<file path="src/rtl/run_ctrl.sv">
// Run sequencer and shared data-memory arbiter for the single-cycle 9-bit core.
// Optional single-step support is compiled in with `define RUN_CTRL_STEP_EN.
module run_ctrl #(
  parameter int unsigned D          = 10,
  parameter int unsigned AW         = 8,
  parameter int unsigned HALT_PC    = 128,
  parameter int unsigned RST_CYCLES = 2,
  parameter int unsigned CW         = 16,
  parameter int unsigned TIMEOUT    = 1000
) (
  input  logic          clk,
  input  logic          reset,
  input  logic          req,
  output logic          done,
  output logic          timeout,
  output logic          core_rst,
  output logic          core_en,
  input  logic [D-1:0]  prog_ctr,
  output logic [CW-1:0] cycle_cnt,
  output logic          host_grant,
  input  logic          host_wr_en,
  input  logic [AW-1:0] host_addr,
  input  logic [7:0]    host_din,
  input  logic          core_wr_en,
  input  logic [AW-1:0] core_addr,
  input  logic [7:0]    core_din,
`ifdef RUN_CTRL_STEP_EN
  input  logic          step_mode,
  input  logic          step,
`endif
  output logic          mem_wr_en,
  output logic [AW-1:0] mem_addr,
  output logic [7:0]    mem_din
);

  localparam int unsigned RW = (RST_CYCLES > 1) ? $clog2(RST_CYCLES) : 1;

  typedef enum logic [1:0] {S_IDLE, S_INIT, S_RUN, S_DONE} state_t;

  state_t          state_q, state_d;
  logic [RW-1:0]   rst_cnt_q, rst_cnt_d;
  logic [CW-1:0]   cnt_d;
  logic            done_d, timeout_d, core_rst_d;
  logic            halt_c, step_ok_c;

  assign halt_c = (prog_ctr == D'(HALT_PC));

`ifdef RUN_CTRL_STEP_EN
  assign step_ok_c = ~step_mode | step;
`else
  assign step_ok_c = 1'b1;
`endif

  // The core never executes at HALT_PC, so the halting edge does not count.
  assign core_en    = (state_q == S_RUN) && step_ok_c && !halt_c;
  assign host_grant = (state_q == S_IDLE) || (state_q == S_DONE);

  // Memory port mux: granted side drives, the other side's writes are dropped.
  assign mem_wr_en = host_grant ? host_wr_en : (core_wr_en & core_en);
  assign mem_addr  = host_grant ? host_addr  : core_addr;
  assign mem_din   = host_grant ? host_din   : core_din;

  always_comb begin
    state_d   = state_q;
    rst_cnt_d = rst_cnt_q;
    cnt_d     = cycle_cnt;
    timeout_d = timeout;
    unique case (state_q)
      S_IDLE: begin
        if (req) begin
          state_d   = S_INIT;
          rst_cnt_d = '0;
          cnt_d     = '0;
          timeout_d = 1'b0;
        end
      end
      S_INIT: begin
        if (rst_cnt_q == RW'(RST_CYCLES - 1)) state_d = S_RUN;
        else rst_cnt_d = rst_cnt_q + RW'(1);
      end
      S_RUN: begin
        if (core_en) cnt_d = cycle_cnt + CW'(1);
        if (halt_c) begin
          state_d = S_DONE;
        end else if (core_en && (cycle_cnt == CW'(TIMEOUT - 1))) begin
          state_d   = S_DONE;
          timeout_d = 1'b1;
        end
      end
      S_DONE: begin
        if (!req) state_d = S_IDLE;
      end
      default: state_d = S_IDLE;
    endcase
    done_d     = (state_d == S_DONE);
    core_rst_d = (state_d == S_IDLE) || (state_d == S_INIT);
  end

  always_ff @(posedge clk) begin
    if (reset) begin
      state_q   <= S_IDLE;
      rst_cnt_q <= '0;
      cycle_cnt <= '0;
      done      <= 1'b0;
      timeout   <= 1'b0;
      core_rst  <= 1'b1;
    end else begin
      state_q   <= state_d;
      rst_cnt_q <= rst_cnt_d;
      cycle_cnt <= cnt_d;
      done      <= done_d;
      timeout   <= timeout_d;
      core_rst  <= core_rst_d;
    end
  end

endmodule

</file>
<file path="config.mk">
export PLATFORM = sky130hd
export DESIGN_NAME = run_ctrl
export DESIGN_NICKNAME = d
export VERILOG_FILES = /design/src/rtl/run_ctrl.sv
export SDC_FILE = /design/constraint.sdc
export NUM_CORES = 1
export LEC_CHECK = 0
export CAP_MARGIN = 10
export CELL_PAD_IN_SITES_DETAIL_PLACEMENT = 0
export CELL_PAD_IN_SITES_GLOBAL_PLACEMENT = 2
export CORE_MARGIN = 4
export CORE_UTILIZATION = 20
export DETAILED_ROUTE_END_ITERATION = 16
export PLACE_DENSITY = 0.79
export SLEW_MARGIN = 20
export SYNTH_ARGS = -nofsm -noshare
export SYNTH_HDL_FRONTEND = slang
export SYNTH_SLANG_ARGS = --single-unit
</file>
<file path="constraint.sdc">
create_clock -name clk -period 2.3 [get_ports clk]
set_input_delay 0.46 -clock clk [delete_from_list [all_inputs] [get_ports clk]]
set_output_delay 0.46 -clock clk [all_outputs]
set_load 0.05 [all_outputs]
</file>
==> metrics.yaml, run 1 <==
logic_synthesis:
  synth_cell_types: 39
  xor_share_pct: 0
  ys_top_cells_by_area: "dfxtp_1, mux2_2, a21oi_1"
  ys_sh_mux_pct: 16.1
  synthTopCellsByCount: "dfxtp_1, mux2_2, a21oi_1"
  fa_ha_area_share_pct: 4.20
  ys_cells: 177
  ys_top_logic_family: "simple AND/OR/NAND/NOR gates"
sta:
  worst_pin_slew_ns: 0.548
  period_minus_slack_ns: 2.24
  holdWs_ns: 0.453
  tns_ns: 0
  grt_setup_unrepaired: "true"
  fin_skew_ns: 0.0128
  hold_viol: 0
worst_setup_path:
  crit_family: "buffers and inverters"
  crit_fanout: 3
drt:
  highest_layer: "met4"
  drt_iter0_markers: 40
  route.met2.wl_mm: 2.29
  route.detailed.drc: 0
finish:
  ff_latch_area_um2: 443
  nNonClkBuffers: 92
  comb_cells: 138
  finalInstanceArea_um2: 2550
  area_dominant_class: "multi-input combinational cells"
  nClkBuffers: 3
min_path:
  hp-class: "register to register"
  hp-start: "timeout"
  holdPathEnd: "timeout"
pwr:
  switching_share_pct: 49.5
  seq-power_uw: 455
  fin_total_pwr_mw: 2.68
  p_comb_mw: 1.86
global_routing:
  grt_max_degree: 24
place:
  dp_cells: 359
  dp_worst_setup_slack_ns: 0.0373
clock_tree:
  path_clk_slew_ns: 0.08
  root_buffer: "clkbuf_8"
  cts_tree: "done"
floorplan:
  dieArea_um2: 8890
  pin_count: 85
status:
  status: "finished, final reports clean"
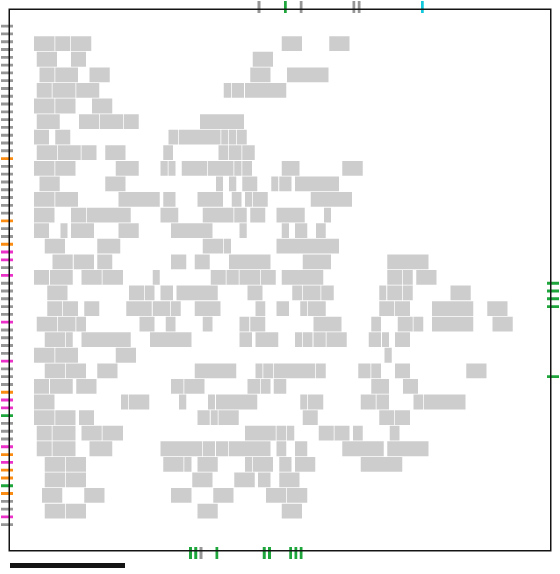
run_1/io_placement.png
Scale bar: 20 µm. Pins as bars across the die edge, other pins in gray.
color	port	pins	direction	edge
green	cycle_cnt	16	output	8 bottom, 5 right, 2 left, 1 top
cyan	clk	1	input	top
magenta	prog_ctr	10	input	left
orange	host_din	8	input	left
all pins by edge	65 left, 9 bottom, 6 top, 5 right
Die Width: 94.3 µm
IO Port Bufs: 84
Die H: 94.3 µm

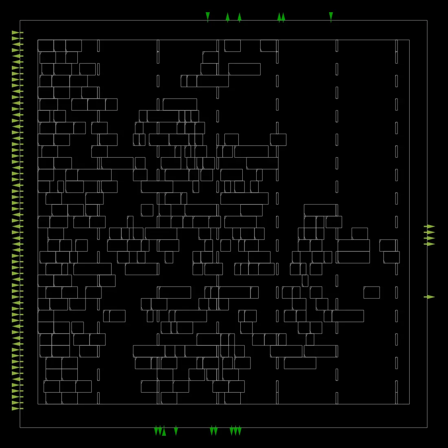
run_1/placement.png
cell row count: 31
flop count: 22
final non-filler cell total: 363

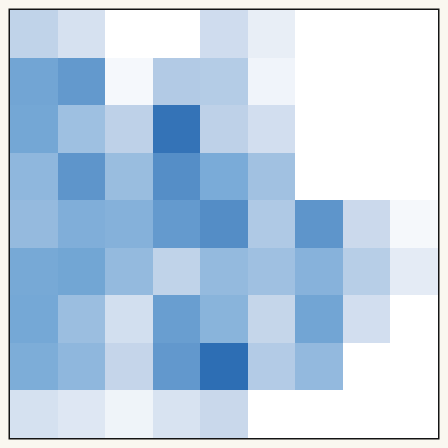
run_1/cell_density.png
The die is cut into 9 by 9 equal tiles; white is low, dark blue is high, 0 to 100% covered.
fullest tile	75%
mean over tiles	27%
nearly empty tiles	26%
Core Region: 7250 µm²
Final Util: 35.2%
fp_density: 20.5%

==> run 2: changes to the inputs <==
--- a/config.mk
+++ b/config.mk
@@ -7,9 +7,9 @@
 export LEC_CHECK = 0
 export CAP_MARGIN = 10
 export CELL_PAD_IN_SITES_DETAIL_PLACEMENT = 0
-export CELL_PAD_IN_SITES_GLOBAL_PLACEMENT = 2
+export CELL_PAD_IN_SITES_GLOBAL_PLACEMENT = 1
 export CORE_MARGIN = 4
-export CORE_UTILIZATION = 20
+export CORE_UTILIZATION = 26
 export DETAILED_ROUTE_END_ITERATION = 16
 export PLACE_DENSITY = 0.79
 export SLEW_MARGIN = 20
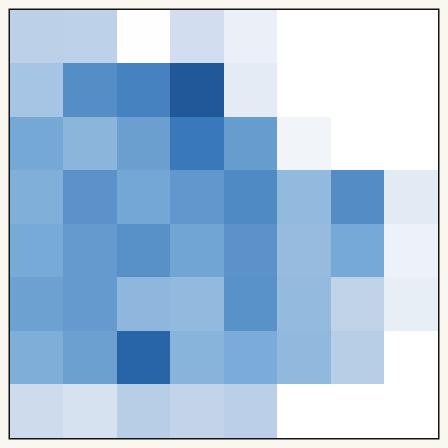
run_2/cell_density.png
The die is cut into 8 by 8 equal tiles; white is low, dark blue is high, 0 to 100% covered.
nearly empty tiles	20%
emptiest ninth of the die	top right
tiles over 75% full	3.1%

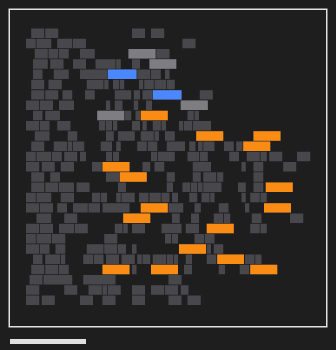
run_2/flops_by_reg.png
Scale bar: 20 µm. Other sequential cells in the stronger gray, the rest of the logic in the fainter gray.
color	name in the netlist	flops
blue	state_q	2
orange	cycle_cnt	16

==> metrics.yaml, run 2 <==
min_path:
  hp-start: "timeout"
  holdPathEnd: "timeout"
  hp-class: "register to register"
drt:
  drt_iter0_markers: 92  # +130%
  route.met2.wl_mm: 2.24  # -2.1%
  highest_layer: "met4"
sta:
  worst_pin_slew_ns: 0.574  # +0.0258 ns
  tns_ns: 0  # unchanged
  holdWs_ns: 0.447  # -0.00612 ns
place:
  portBuffers: 84  # unchanged
  dp_worst_setup_slack_ns: 0.0354  # -0.00186 ns
  dp_cells: 333  # -7.2%
logic_synthesis:
  fa_ha_area_share_pct: 4.20  # unchanged
  xor_share_pct: 0  # unchanged
floorplan:
  pin_count: 85  # unchanged
status:
  status: "finished, final reports clean"
finish:
  area_dominant_class: "multi-input combinational cells"
  utilization_pct: 45.3  # +10 points
  comb_cells: 138  # unchanged
clock_tree:
  cts_tree: "done"
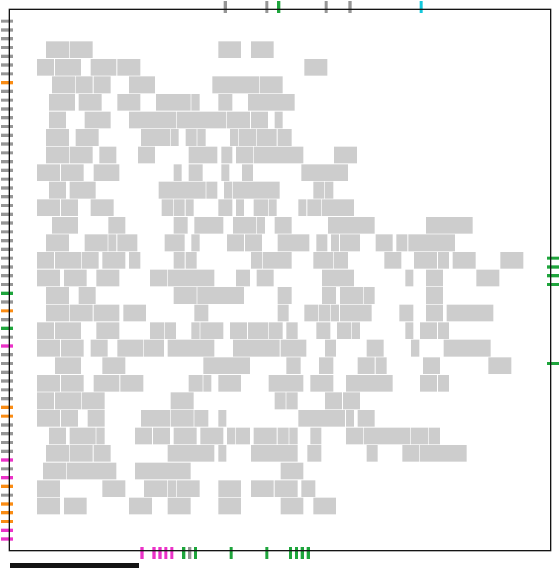
run_2/io_placement.png
Scale bar: 20 µm. Pins as bars across the die edge, other pins in gray.
color	port	pins	direction	edge
green	cycle_cnt	16	output	8 bottom, 5 right, 2 left, 1 top
cyan	clk	1	input	top
orange	host_din	8	input	left
magenta	prog_ctr	10	input	5 left, 5 bottom
Die Width: 83.7 µm
Die H: 83.7 µm

Power figures rest on the tool's default switching activity, not on a simulated workload.
